==> images/sizes.png <==
The bar under the picture is 20 um long.
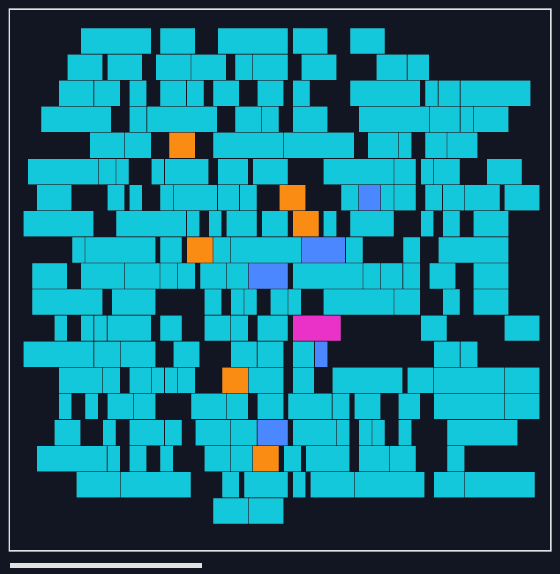
==> images/io_fan.png <==
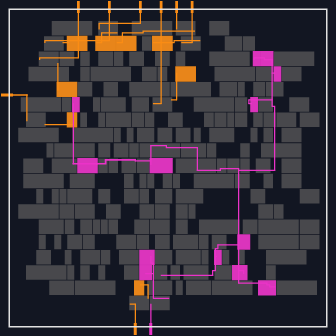
==> src/rtl/sclk_word_tx.sv <==
// Serial word transmitter: shifts DATA_W-bit words out MSB-first on SDATA with a divided SCLK
// strobe, and keeps a wrapping count of the SCLK falling edges it has generated.
module sclk_word_tx #(
    parameter int unsigned DIV_HALF = 4,
    parameter int unsigned DATA_W   = 8,
    parameter int unsigned GAP_CYC  = 2
) (
    input  logic              CLK,
    input  logic              RST_N,
    input  logic [DATA_W-1:0] DIN,
    input  logic              DIN_VALID,
    output logic              DIN_READY,
    output logic              SCLK,
    output logic              SDATA,
    output logic              BUSY,
    output logic              WORD_DONE,
    output logic [7:0]        EDGE_CNT
);

    // One counter serves both the half-period divider and the inter-word gap.
    localparam int unsigned CntMax = (DIV_HALF > GAP_CYC) ? DIV_HALF : GAP_CYC;
    localparam int unsigned CntW   = (CntMax < 2) ? 1 : $clog2(CntMax + 1);
    localparam int unsigned BitsW  = $clog2(DATA_W + 1);

    localparam logic [CntW-1:0]  DivLast = CntW'(DIV_HALF - 1);
    localparam logic [CntW-1:0]  GapLast = CntW'(GAP_CYC - 1);
    localparam logic [CntW-1:0]  CntOne  = CntW'(1);
    localparam logic [BitsW-1:0] BitsOne = BitsW'(1);

    typedef enum logic [1:0] {StIdle, StLow, StHigh, StGap} state_e;

    state_e              state_q, state_d;
    logic [CntW-1:0]     cnt_q, cnt_d;
    logic [BitsW-1:0]    bits_q, bits_d;
    logic [DATA_W-1:0]   shreg_q, shreg_d;
    logic                sclk_q, sclk_d;
    logic                sdata_q, sdata_d;
    logic                busy_q, busy_d;
    logic                done_q, done_d;
    logic [7:0]          edge_q, edge_d;

    assign DIN_READY = (state_q == StIdle) & RST_N;
    assign SCLK      = sclk_q;
    assign SDATA     = sdata_q;
    assign BUSY      = busy_q;
    assign WORD_DONE = done_q;
    assign EDGE_CNT  = edge_q;

    always_ff @(posedge CLK) begin
        if (!RST_N) begin
            state_q <= StIdle;
            cnt_q   <= '0;
            bits_q  <= '0;
            shreg_q <= '0;
            sclk_q  <= 1'b1;
            sdata_q <= 1'b0;
            busy_q  <= 1'b0;
            done_q  <= 1'b0;
            edge_q  <= 8'd0;
        end else begin
            state_q <= state_d;
            cnt_q   <= cnt_d;
            bits_q  <= bits_d;
            shreg_q <= shreg_d;
            sclk_q  <= sclk_d;
            sdata_q <= sdata_d;
            busy_q  <= busy_d;
            done_q  <= done_d;
            edge_q  <= edge_d;
        end
    end

    always_comb begin
        state_d = state_q;
        cnt_d   = cnt_q;
        bits_d  = bits_q;
        shreg_d = shreg_q;
        sclk_d  = sclk_q;
        sdata_d = sdata_q;
        busy_d  = busy_q;
        done_d  = 1'b0;
        edge_d  = edge_q;

        unique case (state_q)
            StIdle: begin
                sclk_d  = 1'b1;
                sdata_d = 1'b0;
                if (DIN_VALID && DIN_READY) begin
                    shreg_d = DIN;
                    bits_d  = BitsW'(DATA_W);
                    sclk_d  = 1'b0;
                    sdata_d = DIN[DATA_W-1];
                    edge_d  = edge_q + 8'd1;
                    busy_d  = 1'b1;
                    cnt_d   = '0;
                    state_d = StLow;
                end
            end
            StLow: begin
                if (cnt_q == DivLast) begin
                    cnt_d   = '0;
                    sclk_d  = 1'b1;
                    state_d = StHigh;
                end else begin
                    cnt_d = cnt_q + CntOne;
                end
            end
            StHigh: begin
                if (cnt_q == DivLast) begin
                    cnt_d  = '0;
                    bits_d = bits_q - BitsOne;
                    if (bits_q > BitsOne) begin
                        // Bit already on SDATA sits at the MSB; the next one is just below it.
                        shreg_d = shreg_q << 1;
                        sdata_d = shreg_q[DATA_W-2];
                        sclk_d  = 1'b0;
                        edge_d  = edge_q + 8'd1;
                        state_d = StLow;
                    end else begin
                        done_d  = 1'b1;
                        sdata_d = 1'b0;
                        if (GAP_CYC == 0) begin
                            busy_d  = 1'b0;
                            state_d = StIdle;
                        end else begin
                            state_d = StGap;
                        end
                    end
                end else begin
                    cnt_d = cnt_q + CntOne;
                end
            end
            StGap: begin
                sclk_d = 1'b1;
                if (cnt_q == GapLast) begin
                    cnt_d   = '0;
                    busy_d  = 1'b0;
                    state_d = StIdle;
                end else begin
                    cnt_d = cnt_q + CntOne;
                end
            end
            default: state_d = StIdle;
        endcase
    end

endmodule

==> config.mk <==
export PLATFORM = sky130hd
export DESIGN_NAME = sclk_word_tx
export DESIGN_NICKNAME = d
export VERILOG_FILES = /design/src/rtl/sclk_word_tx.sv
export SDC_FILE = /design/constraint.sdc
export NUM_CORES = 1
export LEC_CHECK = 0
export CORE_UTILIZATION = 53
export CTS_CLUSTER_SIZE = 16
export DETAILED_ROUTE_END_ITERATION = 12
export HOLD_SLACK_MARGIN = 0.05
export PLACE_DENSITY = 0.79
export RECOVER_POWER = 25
export SYNTH_ARGS = -nofsm -noshare
export SYNTH_HDL_FRONTEND = slang
export SYNTH_SLANG_ARGS = --single-unit
==> constraint.sdc <==
create_clock -name CLK -period 2.5 [get_ports CLK]
set_input_delay 0.5 -clock CLK [delete_from_list [all_inputs] [get_ports CLK]]
set_output_delay 0.5 -clock CLK [all_outputs]
set_load 0.01 [all_outputs]
==> flow_summary.ini <==
; flow metrics
[drt]
drt_wl_total_mm = 3.38
route.met3.wl_um = 131
route.met2.wl_mm = 1.61
drtAntennaViolNets = 0
top_layer = met4

[min_path]
hold_end = shreg_q[0]$_SDFFE_PN0P_
hold_path_depth = 2
min-delay-start = shreg_q[0]$_SDFFE_PN0P_

[clock_network]
clock-root-buffer = clkbuf_4
cts_hold_buf = 0
post_cts_buffers = 0
clk_pin_slew_ps = 160

[synthesis]
synth-xor-area-share_pct = 0
avgSynthCellArea_sq_um = 8.72
top_area_cell = dfxtp_1
ys_area_sq_mm = 0.00156
synth_flops = 28
synth_cells = 179

[layout]
nClkBuffers = 4
syn_to_final_growth_pct = 19.2
comb_share_pct = 49.4
clkCellAreaFrac_pct = 1.95
antennaDiodeCount = 0

[outcome]
status = completed

[global_routing]
gr-usage-met2_pct = 38.4
grt_overflow = 0

[critical_path]
setup.worst_path.start = state_q[0]$_SDFFE_PN0P_
cp.arrival_ps = 1860
endpoint = DIN_READY
r2r_setup_slack_ps = 340
cpPeakStageDelay_ps = 550

[power]
seq-power_w = 0.000636
power_density_mw_per_mm2 = 900
power_leader = combinational cells
powerClk_w = 0.000227
irDropWorstVdd_v = 0.000694
power.share.combinational_pct = 48.4

[floorplan]
core_util_floorplan_pct = 56.1
pin_count = 24
die-area_sq_mm = 0.00317
taps = 31

[run]
tool_warnings = 34

[place]
place_area_sq_mm = 0.00183

[final_timing]
rsz0062_at_grt = no
## Picture notes: sizes.png
_0 and _1 cells: in cyan, cells 191, most used dfxtp_1. _3 and _4 cells: in orange, cells 6. _6 and larger: in magenta, cells 1, most used clkbuf_8. _2 cells: in blue, cells 5.

## Picture notes: io_fan.png
RST_N: in magenta, bits 1, direction input, edge bottom, end cells 13, buffers 2, wire 150 um. DIN: in orange, bits 8, direction input, edge 6 top, 1 left, 1 bottom, end cells 8, buffers 8, wire 134 um.

